### config.mk
export PLATFORM = sky130hd
export DESIGN_NAME = csm_arbiter
export DESIGN_NICKNAME = d
export VERILOG_FILES = /design/src/rtl/csm_pkg.sv /design/src/rtl/csm_port_fsm.sv /design/src/rtl/csm_arbiter.sv
export SDC_FILE = /design/constraint.sdc
export NUM_CORES = 2
export LEC_CHECK = 0
export CAP_MARGIN = 20
export CORE_UTILIZATION = 45
export CTS_CLUSTER_DIAMETER = 100
export DETAILED_ROUTE_END_ITERATION = 10
export SYNTH_ARGS = -nofsm -noshare
export SYNTH_HDL_FRONTEND = slang
export SYNTH_HIERARCHICAL = 1
export SYNTH_SLANG_ARGS = --single-unit
### constraint.sdc
create_clock -name clk -period 5.1 [get_ports clk]
set_clock_uncertainty 0.1 [all_clocks]
set_input_delay 1.02 -clock clk [delete_from_list [all_inputs] [get_ports clk]]
set_output_delay 1.02 -clock clk [all_outputs]
set_load 0.02 [all_outputs]
### src/rtl/csm_pkg.sv
// Shared types for the CSM dual-port shared-memory controller.
package csm_pkg;

   typedef enum logic [1:0] {
      ERR_OK        = 2'b00,
      ERR_LOCKED    = 2'b01,
      ERR_LOCKFAULT = 2'b10,
      ERR_COLLIDE   = 2'b11
   } err_t;

   typedef enum logic [1:0] {
      IDLE = 2'b00,
      RD   = 2'b01,
      WR   = 2'b10,
      LOCK = 2'b11
   } port_state_t;

   typedef enum logic [1:0] {
      NONE  = 2'b00,
      OWN_A = 2'b01,
      OWN_B = 2'b10
   } owner_t;

endpackage

### src/rtl/csm_port_fsm.sv
// Per-port command FSM: decodes a strobe in IDLE, holds the address and lock op,
// and registers ack/err/out_data when the command completes one cycle later.
module csm_port_fsm
   import csm_pkg::*;
#(
   parameter int DATABITS = 8
) (
   input  logic                clk,
   input  logic                reset_n,
   input  logic [DATABITS-1:0] in_ad_i,
   input  logic                rw_i,
   input  logic                enable_i,
   input  logic                hold_i,
   input  logic                release_i,
   input  err_t                done_err_i,
   input  logic                rd_ok_i,
   input  logic [DATABITS-1:0] rd_data_i,
   output port_state_t         state_o,
   output logic [DATABITS-1:0] addr_o,
   output logic                hold_o,
   output logic                release_o,
   output logic                ack_o,
   output err_t                err_o,
   output logic [DATABITS-1:0] out_data_o
);

   port_state_t         state_q, state_d;
   logic                ack_q, ack_d;
   err_t                err_q, err_d;
   logic [DATABITS-1:0] data_q, data_d;
   logic [DATABITS-1:0] addr_q, addr_d;
   logic                hold_q, hold_d;
   logic                rel_q, rel_d;

   always_comb begin
      state_d = state_q;
      err_d   = err_q;
      data_d  = data_q;
      addr_d  = addr_q;
      hold_d  = hold_q;
      rel_d   = rel_q;
      case (state_q)
         IDLE: begin
            if (enable_i) begin
               addr_d = in_ad_i;
               hold_d = hold_i;
               rel_d  = release_i;
               if (hold_i || release_i) state_d = LOCK;
               else if (rw_i)           state_d = WR;
               else                     state_d = RD;
            end
         end
         default: begin
            state_d = IDLE;
            err_d   = done_err_i;
            if (state_q == RD && rd_ok_i) data_d = rd_data_i;
         end
      endcase
      ack_d = (state_d == IDLE);
   end

   always_ff @(posedge clk or negedge reset_n) begin
      if (!reset_n) begin
         state_q <= IDLE;
         ack_q   <= 1'b1;
         err_q   <= ERR_OK;
         data_q  <= '0;
      end else begin
         state_q <= state_d;
         ack_q   <= ack_d;
         err_q   <= err_d;
         data_q  <= data_d;
      end
   end

   // Command operands only matter outside IDLE, so they carry no reset.
   always_ff @(posedge clk) begin
      addr_q <= addr_d;
      hold_q <= hold_d;
      rel_q  <= rel_d;
   end

   assign state_o    = state_q;
   assign addr_o     = addr_q;
   assign hold_o     = hold_q;
   assign release_o  = rel_q;
   assign ack_o      = ack_q;
   assign err_o      = err_q;
   assign out_data_o = data_q;

endmodule

### src/rtl/csm_arbiter.sv
// Dual-port shared-memory controller with exclusive hold/release lock.
// Optional lock auto-release is built only when CSM_LOCK_TIMEOUT_EN is defined.
module csm_arbiter
   import csm_pkg::*;
#(
   parameter int DATABITS     = 8,
   parameter int ERRBITS      = 2,
   parameter int LOCK_TIMEOUT = 64
) (
   input  logic                clk,
   input  logic                reset_n,
   input  logic [DATABITS-1:0] A_in_AD,
   input  logic                A_rw,
   input  logic                A_enable,
   input  logic                A_hold,
   input  logic                A_release,
   output logic                A_ack,
   output logic [ERRBITS-1:0]  A_err,
   output logic [DATABITS-1:0] A_out_data,
   input  logic [DATABITS-1:0] B_in_AD,
   input  logic                B_rw,
   input  logic                B_enable,
   input  logic                B_hold,
   input  logic                B_release,
   output logic                B_ack,
   output logic [ERRBITS-1:0]  B_err,
   output logic [DATABITS-1:0] B_out_data
);

   logic [DATABITS-1:0] mem_q [2**DATABITS];

   owner_t              owner_q, own_mid, own_d;
   port_state_t         a_state, b_state;
   logic [DATABITS-1:0] a_addr, b_addr;
   logic                a_hold, a_rel, b_hold, b_rel;
   logic                a_we, b_we, a_rok, b_rok;
   err_t                a_res, b_res, a_fin, b_fin, a_err, b_err;
   logic                expire;

   csm_port_fsm #(.DATABITS(DATABITS)) u_fsm_a (
      .clk        (clk),
      .reset_n    (reset_n),
      .in_ad_i    (A_in_AD),
      .rw_i       (A_rw),
      .enable_i   (A_enable),
      .hold_i     (A_hold),
      .release_i  (A_release),
      .done_err_i (a_fin),
      .rd_ok_i    (a_rok),
      .rd_data_i  (mem_q[a_addr]),
      .state_o    (a_state),
      .addr_o     (a_addr),
      .hold_o     (a_hold),
      .release_o  (a_rel),
      .ack_o      (A_ack),
      .err_o      (a_err),
      .out_data_o (A_out_data)
   );

   csm_port_fsm #(.DATABITS(DATABITS)) u_fsm_b (
      .clk        (clk),
      .reset_n    (reset_n),
      .in_ad_i    (B_in_AD),
      .rw_i       (B_rw),
      .enable_i   (B_enable),
      .hold_i     (B_hold),
      .release_i  (B_release),
      .done_err_i (b_fin),
      .rd_ok_i    (b_rok),
      .rd_data_i  (mem_q[b_addr]),
      .state_o    (b_state),
      .addr_o     (b_addr),
      .hold_o     (b_hold),
      .release_o  (b_rel),
      .ack_o      (B_ack),
      .err_o      (b_err),
      .out_data_o (B_out_data)
   );

   assign A_err = ERRBITS'(a_err);
   assign B_err = ERRBITS'(b_err);

   // Lock ops resolve A first, then B against A's outcome, so a tie goes to A.
   always_comb begin
      own_mid = owner_q;
      own_d   = owner_q;
      a_res   = ERR_OK;
      b_res   = ERR_OK;
      a_we    = 1'b0;
      b_we    = 1'b0;
      a_rok   = 1'b0;
      b_rok   = 1'b0;
      case (a_state)
         RD: if (owner_q == OWN_B) a_res = ERR_LOCKED; else a_rok = 1'b1;
         WR: if (owner_q == OWN_B) a_res = ERR_LOCKED; else a_we = 1'b1;
         LOCK: begin
            if (a_hold && a_rel)      a_res = ERR_LOCKFAULT;
            else if (a_hold) begin
               if (owner_q == OWN_B)  a_res = ERR_LOCKFAULT;
               else                   own_mid = OWN_A;
            end
            else if (owner_q == OWN_A) own_mid = NONE;
            else                      a_res = ERR_LOCKFAULT;
         end
         default: ;
      endcase
      own_d = own_mid;
      case (b_state)
         RD: if (owner_q == OWN_A) b_res = ERR_LOCKED; else b_rok = 1'b1;
         WR: begin
            if (owner_q == OWN_A)                b_res = ERR_LOCKED;
            else if (a_we && (a_addr == b_addr)) b_res = ERR_COLLIDE;
            else                                 b_we  = 1'b1;
         end
         LOCK: begin
            if (b_hold && b_rel)      b_res = ERR_LOCKFAULT;
            else if (b_hold) begin
               if (own_mid == OWN_A)  b_res = ERR_LOCKFAULT;
               else                   own_d = OWN_B;
            end
            else if (own_mid == OWN_B) own_d = NONE;
            else                      b_res = ERR_LOCKFAULT;
         end
         default: ;
      endcase
   end

`ifdef CSM_LOCK_TIMEOUT_EN
   localparam int CNT_W = $clog2(LOCK_TIMEOUT + 1);

   logic [CNT_W-1:0] cnt_q, cnt_d;
   logic             to_a_q, to_a_d, to_b_q, to_b_d;
   logic             counting;

   always_comb begin
      counting = ((owner_q == OWN_A) && (a_state == IDLE) && !A_enable) ||
                 ((owner_q == OWN_B) && (b_state == IDLE) && !B_enable);
      expire   = counting && (cnt_q == CNT_W'(LOCK_TIMEOUT - 1));
      cnt_d    = (counting && !expire) ? cnt_q + 1'b1 : '0;
      to_a_d   = to_a_q;
      to_b_d   = to_b_q;
      if (a_state != IDLE) to_a_d = 1'b0;
      if (b_state != IDLE) to_b_d = 1'b0;
      if (expire && owner_q == OWN_A) to_a_d = 1'b1;
      if (expire && owner_q == OWN_B) to_b_d = 1'b1;
      a_fin = (to_a_q && a_state != IDLE) ? ERR_LOCKFAULT : a_res;
      b_fin = (to_b_q && b_state != IDLE) ? ERR_LOCKFAULT : b_res;
   end

   always_ff @(posedge clk or negedge reset_n) begin
      if (!reset_n) begin
         cnt_q  <= '0;
         to_a_q <= 1'b0;
         to_b_q <= 1'b0;
      end else begin
         cnt_q  <= cnt_d;
         to_a_q <= to_a_d;
         to_b_q <= to_b_d;
      end
   end
`else
   logic unused_timeout;

   assign unused_timeout = (LOCK_TIMEOUT != 0);
   assign expire         = 1'b0;
   assign a_fin          = a_res;
   assign b_fin          = b_res;
`endif

   always_ff @(posedge clk or negedge reset_n) begin
      if (!reset_n) owner_q <= NONE;
      else          owner_q <= expire ? NONE : own_d;
   end

   // Write data is taken from the bus in the completion cycle; A wins a same-address tie.
   always_ff @(posedge clk) begin
      if (a_we) mem_q[a_addr] <= A_in_AD;
      if (b_we) mem_q[b_addr] <= B_in_AD;
   end

endmodule

congestion.png
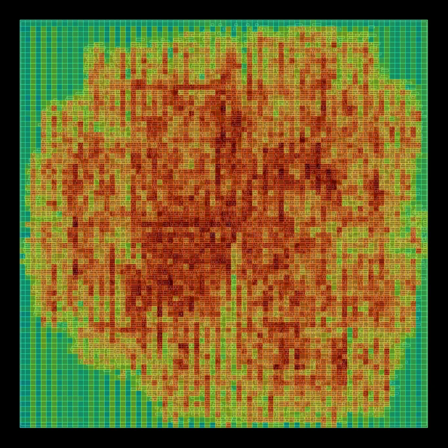
wire per inst: 42.7 um
Layout Utilization: 50.4%
met3 usage: 10.3%

layer_met1.png
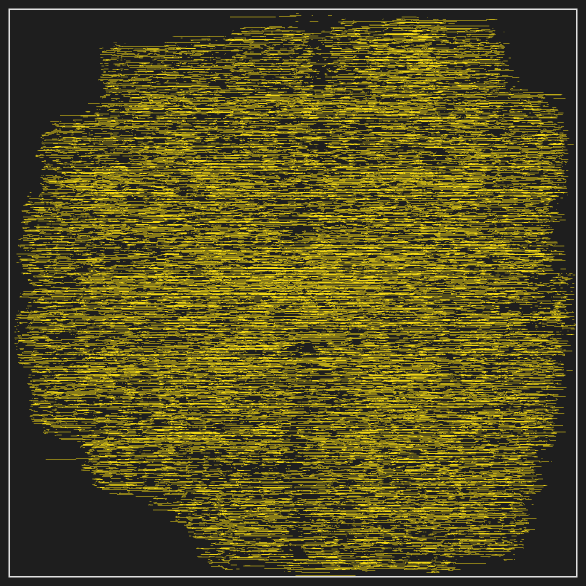
- longest straight run: 89.7 um
- share of all routed wire: 36%
- wire length on this layer: 180 mm

==> summary.txt <==
fresh numbers from the pnr run: Die Y 533 um, worst reg-to-reg setup slack 0.41 ns, CP max-delay cell o41ai_1, Inst Count DP 11,200, Hold Crit Class reg -> reg, CP top delay family AND-OR/OR-AND gates, Chip Area 0.284 sq mm, Antenna Violating Nets Remaining 0, power consumption 42.9 mW, n_diodes 26, post-synth net total 7,858, via count 84,900, Sum Neg Setup Slack 0 ns, Mapped Cells 7,828, final wirelength 496,000 um, outcome completed, most used cell along the critical path buf_12, fin worst setup slack 0.411 ns, Dominant flop cell edfxtp_1, Min-Delay Endpoint u_fsm_a/err_o[0]$_DFFE_PN0P_, HPWL Detailed 317,000 um, vias per inst 7.30, FF+latch count, synth 2,096, fraction of the mapped netlist area in adder cells 0.0395%, final instance count without filler cells 11,600, yosys stat area 0.127 sq mm, Slew Viols, Final 0, Die X 533 um
io_fan.png
Bar = 200 um.
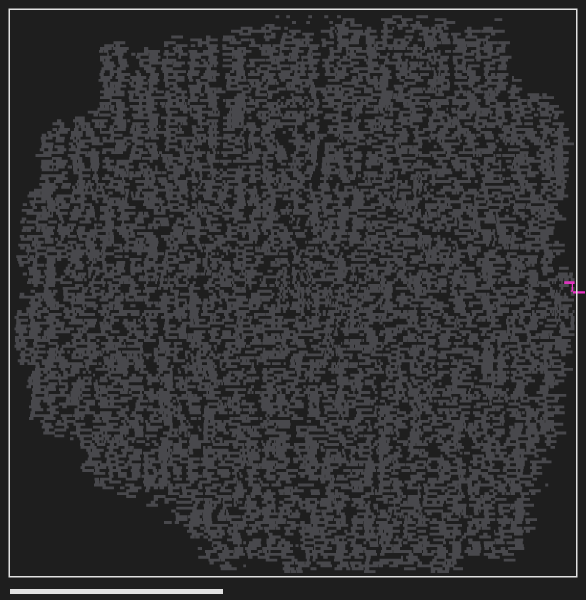
- magenta: A_ack (bits 1; direction output; end cells 1; buffers 1; wire 12.0 um)

flops_by_reg.png
Other sequential cells in the stronger gray, the rest of the logic in the fainter gray.
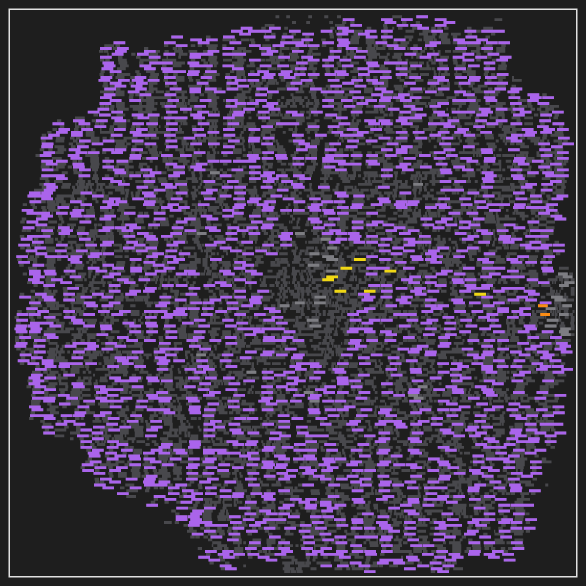
- purple: mem_q (placed flops 2,048; where spread over the die)
- yellow: u_fsm_a/addr_o (placed flops 8; where center)
- orange: u_fsm_b/err_o (placed flops 2)
- not colored: 38

==> report_power, final <==
group	internal [mW]	switching [mW]
clock network	9.69	7.61
logic	2.35	3.89
registers	19.0	0.328
==> layer usage <==
metal	wire, um	up-vias	GRT usage [%]
li1	-	32600	-
met1	180000	44900	44.3
met2	221000	5959	51.7
met3	60200	1367	10.3
met4	33900	28	20.1
met5	292	-	0
==> cell families (layout without fill, tap and decap cells) <==
family	Yosys count	count (layout)
mux	3092	3092
flops	2096	2096
compound gates	1100	1100
buf+inv	1022	1072
simple gates	506	506
xor+xnor	8	8
fa+ha+maj	4	4
other cells	0	26
==> cells in the mapped netlist (19+ instances only) <==
cell type / instances / area, sq um
a21oi_1: 258 / 1290
nand4_1: 27 / 169
nand4_2: 102 / 1280
mux2_1: 36 / 405
mux2_2: 1984 / 22300
edfxtp_1: 2068 / 62100
nor2b_1: 19 / 119
nand2_1: 54 / 203
mux4_2: 1024 / 23100
buf_1: 81 / 304
mux2_4: 48 / 721
dfrtp_1: 26 / 651
o21ai_0: 57 / 285
nor2_1: 53 / 199
buf_4: 32 / 240
buf_2: 173 / 866
a22oi_1: 512 / 3840
nor4_4: 137 / 2910
clkbuf_1: 716 / 2690
nand3_1: 34 / 170
o22ai_1: 179 / 1120
o21bai_1: 21 / 158
o41ai_1: 64 / 561
==> sequential cells by signal (all words and copies together) (netlist names), 8 cells and up <==
name	cells
u_fsm_a/addr_o	8
u_fsm_a/out_data_o	8
u_fsm_b/addr_o	8
mem_q	2048
u_fsm_b/out_data_o	8
==> repair_timing <==
action,CTS,global route
setup endpoints to repair,0,0
hold buffers,1,0
hold endpoints to repair,11,0
Power and IR drop assume default switching activity.
